--- config.mk ---
export PLATFORM = sky130hd
export DESIGN_NAME = ofdm_cp_inserter
export DESIGN_NICKNAME = d
export VERILOG_FILES = /design/src/rtl/ofdm_cp_inserter.sv
export SDC_FILE = /design/constraint.sdc
export NUM_CORES = 1
export LEC_CHECK = 0
export CAP_MARGIN = 20
export CELL_PAD_IN_SITES_DETAIL_PLACEMENT = 1
export CELL_PAD_IN_SITES_GLOBAL_PLACEMENT = 2
export CORE_MARGIN = 2
export CORE_UTILIZATION = 40
export CTS_CLUSTER_DIAMETER = 40
export DETAILED_ROUTE_END_ITERATION = 6
export GPL_ROUTABILITY_DRIVEN = 1
export PLACE_DENSITY_LB_ADDON = 0.12
export SLEW_MARGIN = 10
export SYNTH_ARGS = -nofsm -noshare
export SYNTH_HDL_FRONTEND = slang
export SYNTH_SLANG_ARGS = --single-unit
export TNS_END_PERCENT = 30
--- constraint.sdc ---
create_clock -name aclk -period 4.1 [get_ports aclk]
set_input_delay 0.82 -clock aclk [delete_from_list [all_inputs] [get_ports aclk]]
set_output_delay 0.82 -clock aclk [all_outputs]
set_load 0.01 [all_outputs]
--- src/rtl/ofdm_cp_inserter.sv ---
// OFDM cyclic-prefix inserter: ping-pong capture of N samples,
// replayed as the last CP samples followed by the full symbol.
module ofdm_cp_inserter #(
  parameter int N  = 32,
  parameter int CP = 16,
  parameter int W  = 16
) (
  input  logic         aclk,
  input  logic         areset,
  input  logic [W-1:0] s_tdata,
  input  logic         s_tvalid,
  input  logic         s_tlast,
  output logic         s_tready,
  output logic [W-1:0] m_tdata,
  output logic         m_tvalid,
  input  logic         m_tready,
  output logic         m_tuser,
  output logic         m_tlast,
  output logic         frame_err
);

  localparam int AW = $clog2(N);
  localparam int OW = $clog2(N + CP);

  localparam logic [AW-1:0] LP_LAST_IDX = AW'(N - 1);
  localparam logic [OW-1:0] LP_CP       = OW'(CP);
  localparam logic [OW-1:0] LP_PRE_BASE = OW'(N - CP);
  localparam logic [OW-1:0] LP_LAST_OC  = OW'(N + CP - 1);

  logic [W-1:0]  r_mem [2][N];
  logic [1:0]    r_full;
  logic          r_wr_bank;
  logic          r_rd_bank;
  logic [AW-1:0] r_wr_idx;
  logic [OW-1:0] r_oc;
  logic          r_frame_err;

  logic [1:0]    w_full_nxt;
  logic          w_wr_acc;
  logic          w_wr_last;
  logic          w_rd_hs;
  logic          w_rd_last;
  logic          w_in_cp;
  logic [OW-1:0] w_addr_ext;
  logic [AW-1:0] w_addr;

  assign s_tready  = ~r_full[r_wr_bank];
  assign m_tvalid  = r_full[r_rd_bank];
  assign frame_err = r_frame_err;

  assign w_wr_acc  = s_tvalid & s_tready;
  assign w_wr_last = (r_wr_idx == LP_LAST_IDX);
  assign w_rd_hs   = m_tvalid & m_tready;
  assign w_rd_last = (r_oc == LP_LAST_OC);
  assign w_in_cp   = (r_oc < LP_CP);

  // Prefix beats replay the tail of the block, then the whole block follows
  assign w_addr_ext = w_in_cp ? (r_oc + LP_PRE_BASE)
                              : (r_oc - LP_CP);
  assign w_addr     = w_addr_ext[AW-1:0];

  assign m_tdata = r_mem[r_rd_bank][w_addr];
  assign m_tuser = m_tvalid & w_in_cp;
  assign m_tlast = m_tvalid & w_rd_last;

  always_comb begin
    w_full_nxt = r_full;
    if (w_wr_acc && w_wr_last)
      w_full_nxt[r_wr_bank] = 1'b1;
    if (w_rd_hs && w_rd_last)
      w_full_nxt[r_rd_bank] = 1'b0;
  end

  always_ff @(posedge aclk) begin
    if (w_wr_acc)
      r_mem[r_wr_bank][r_wr_idx] <= s_tdata;
  end

  always_ff @(posedge aclk or posedge areset) begin
    if (areset) begin
      r_full      <= '0;
      r_wr_bank   <= 1'b0;
      r_rd_bank   <= 1'b0;
      r_wr_idx    <= '0;
      r_oc        <= '0;
      r_frame_err <= 1'b0;
    end else begin
      r_full <= w_full_nxt;
      if (w_wr_acc) begin
        if (w_wr_last) begin
          r_wr_idx  <= '0;
          r_wr_bank <= ~r_wr_bank;
        end else begin
          r_wr_idx  <= r_wr_idx + AW'(1);
        end
        // Framing stays count-based; tlast only flags a mismatch
        if (s_tlast != w_wr_last)
          r_frame_err <= 1'b1;
      end
      if (w_rd_hs) begin
        if (w_rd_last) begin
          r_oc      <= '0;
          r_rd_bank <= ~r_rd_bank;
        end else begin
          r_oc      <= r_oc + OW'(1);
        end
      end
    end
  end

endmodule
run_1/metal_stack.png
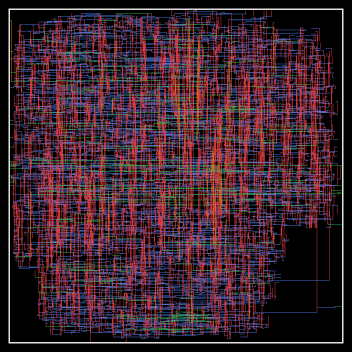
- green: met3 (wire length 6,710 um)
- orange: met4 (wire length 2,490 um)
- blue: met1 (wire length 50.5 mm)
- red: met2 (wire length 56.2 mm)
Total Wirelength: 115,900 um
detailed-route wire length per cell: 32.17 um
total track usage: 0.2295
vias after detailed routing: 20,520

run_1/met2.png
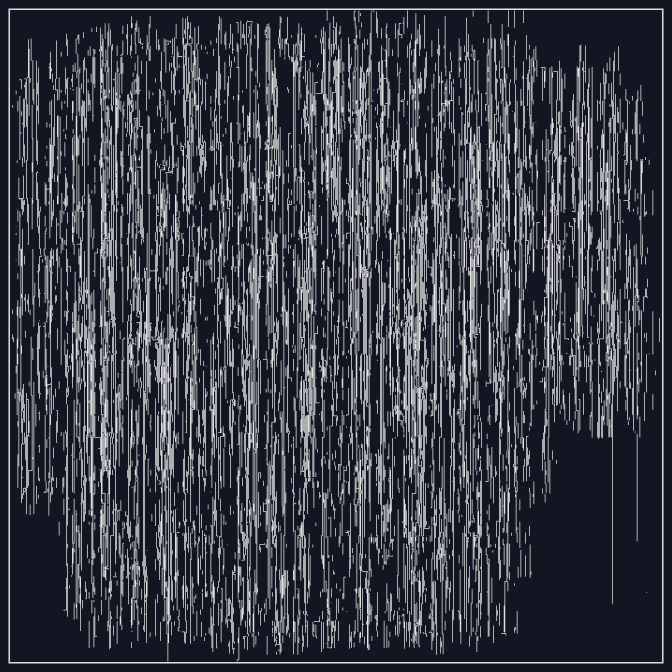
- main direction: vertical
- wire length on this layer: 56.2 mm
GR Util met2: 0.3691

run_1/density.png
The die is cut into 32 by 32 equal tiles; white is low, dark blue is high, 0 to 100% covered.
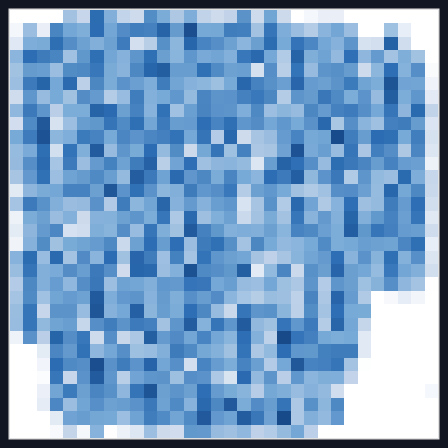
- emptiest ninth of the die: bottom right
- fullest tile: 90%
- nearly empty tiles: 9.9%
- mean over tiles: 47%

==> notes.md, run 1 <==
fresh numbers from the pnr run: status finished, violations left, Initial DRC Count 1,965, violated checks setup timing, Tap Cells 1,298, Pint 22.95 mW, core area 0.09957 mm^2, Hold Path Sink r_oc[5], post-CTS sizing 188, Reg2Reg Setup Slack 1290 ps, chip area 0.1026 mm^2, # setup viols final 13, worst slew margin relative to its limit 0.2330, Boundary Pins 42, Worst VDD drop 0.0004050 V, ys async rst share 0.01538, Simple Share, Synth 0.01739, slack of the critical path -70.88 ps, Synth Area in Adders 0.001877, most used logic cell in the final layout edfxtp_1, hold path depth 1, Reg-to-Reg End r_mem[0][46], top routing layer in use met4, crit-path max cell delay 540 ps, Cell Area, Placed 0.04325 mm^2, worst hold slack 525.9 ps, synthesized area 0.04000 mm^2, Worst Path Arrival 3350 ps, Buf/Inv on CP 6, most frequent cells in the layout 1,024 x edfxtp_1, 219 x mux4_2, 189 x buf_4, 151 x clkbuf_16, 77 x mux2i_1
--- run 2 (diff from run 1) ---
--- a/config.mk
+++ b/config.mk
@@ -5,7 +5,7 @@
 export SDC_FILE = /design/constraint.sdc
 export NUM_CORES = 1
 export LEC_CHECK = 0
-export CAP_MARGIN = 20
+export CAP_MARGIN = 5
 export CELL_PAD_IN_SITES_DETAIL_PLACEMENT = 1
 export CELL_PAD_IN_SITES_GLOBAL_PLACEMENT = 2
 export CORE_MARGIN = 2
@@ -13,7 +13,7 @@
 export CTS_CLUSTER_DIAMETER = 40
 export DETAILED_ROUTE_END_ITERATION = 6
 export GPL_ROUTABILITY_DRIVEN = 1
-export PLACE_DENSITY_LB_ADDON = 0.12
+export PLACE_DENSITY = 0.62
 export SLEW_MARGIN = 10
 export SYNTH_ARGS = -nofsm -noshare
 export SYNTH_HDL_FRONTEND = slang
==> run 2 against run 1 <==
Effect of this change:
- the run still ends with setup timing left
- power is 1.7% lower
- fmax decreased by 2.5%
- cell count about the same
- clock skew increased by 11 ps
- synthesized area unchanged
- largest power group unchanged
- first-iteration DRC count grew 12%
- combinational power about the same
- clock power is 4% lower
- non-clock buffer count is 3 lower
==> notes.md, run 2 <==
fresh numbers from the pnr run: status finished, violations left, violated checks setup timing, clock buffer depth 3, Worst Path Arrival 3460 ps (+110 ps), chip area 0.1026 mm^2 (unchanged), Synth Area in Adders 0.001877 (unchanged), top routing layer in use met4, most used logic cell in the final layout edfxtp_1, Buf/Inv on CP 4 (-2), Pint 22.21 mW (-3.2%), Boundary Pins 42 (unchanged), hpwl dp 70,020 um, source of the worst hold timing path frame_err, Reg2Reg Setup Slack 1380 ps (+90 ps), vias after detailed routing 20,790 (+1.3%), GR Util met2 0.3551 (-0.01398), Total Wirelength 115,300 um (-0.52%), # setup viols final 16 (+3), synthesized area 0.04000 mm^2 (unchanged), Syn Inst Count 1,838, hold path depth 1 (unchanged), Simple Share, Synth 0.01739 (unchanged), Hold Path Sink frame_err, Worst VDD drop 0.0003628 V (-10%), slack of the critical path -178.3 ps (-107.4 ps), FF/Latch Area 0.03116 mm^2, Reg-to-Reg End r_mem[1][386], main area contributors edfxtp_1 77%, mux4_2 12%, mux2i_1 2.1%, setup TNS -1376 ps, worst slew margin relative to its limit 0.2128 (-0.02020), detailed-route wire length per cell 32.01 um (-0.49%), Cell Area, Placed 0.04336 mm^2 (+0.27%), sequential area share after synthesis 0.7787, worst hold slack 500.5 ps (-25.42 ps), final total power 30.94 mW, Tap Cells 1,298 (unchanged), most frequent cells in the layout 1,024 x edfxtp_1, 219 x mux4_2, 209 x buf_4, 147 x clkbuf_16, 78 x mux2i_1, initial antenna violation count 2, cts bufs inserted 145, post-CTS sizing 223 (+19%), ys async rst share 0.01538 (unchanged), Initial DRC Count 2,194 (+12%), crit-path max cell delay 560 ps (+20 ps), met2 wire length 54,020 um, Synth Warn # 0, crit share post-route 1.043, ys cells 1,838
run_2/met2.png
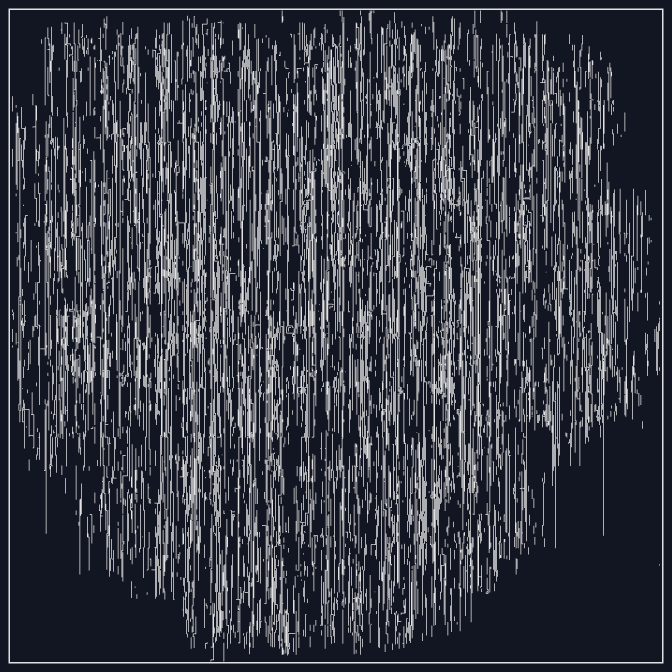
- main direction: vertical
- longest straight run: 108 um

run_2/final_congestion.png
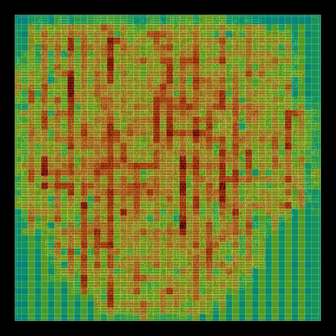
final core occ: 0.5002
total track usage: 0.2295

run_2/density.png
The die is cut into 32 by 32 equal tiles; white is low, dark blue is high, 0 to 100% covered.
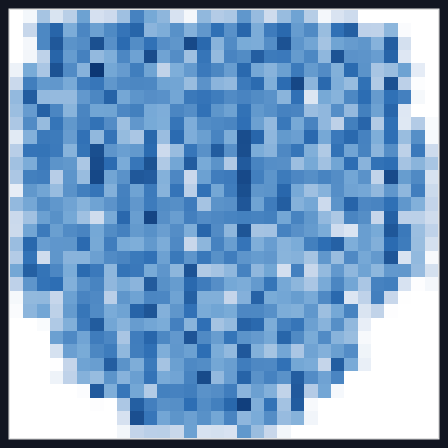
- tiles over 75% full: 10%
- nearly empty tiles: 14%
- emptiest ninth of the die: bottom right
- mean over tiles: 47%
- fullest tile: 97%
core area: 0.09957 mm^2
Pre-Place Util: 0.4018

Power is estimated from default activity; no workload was simulated.
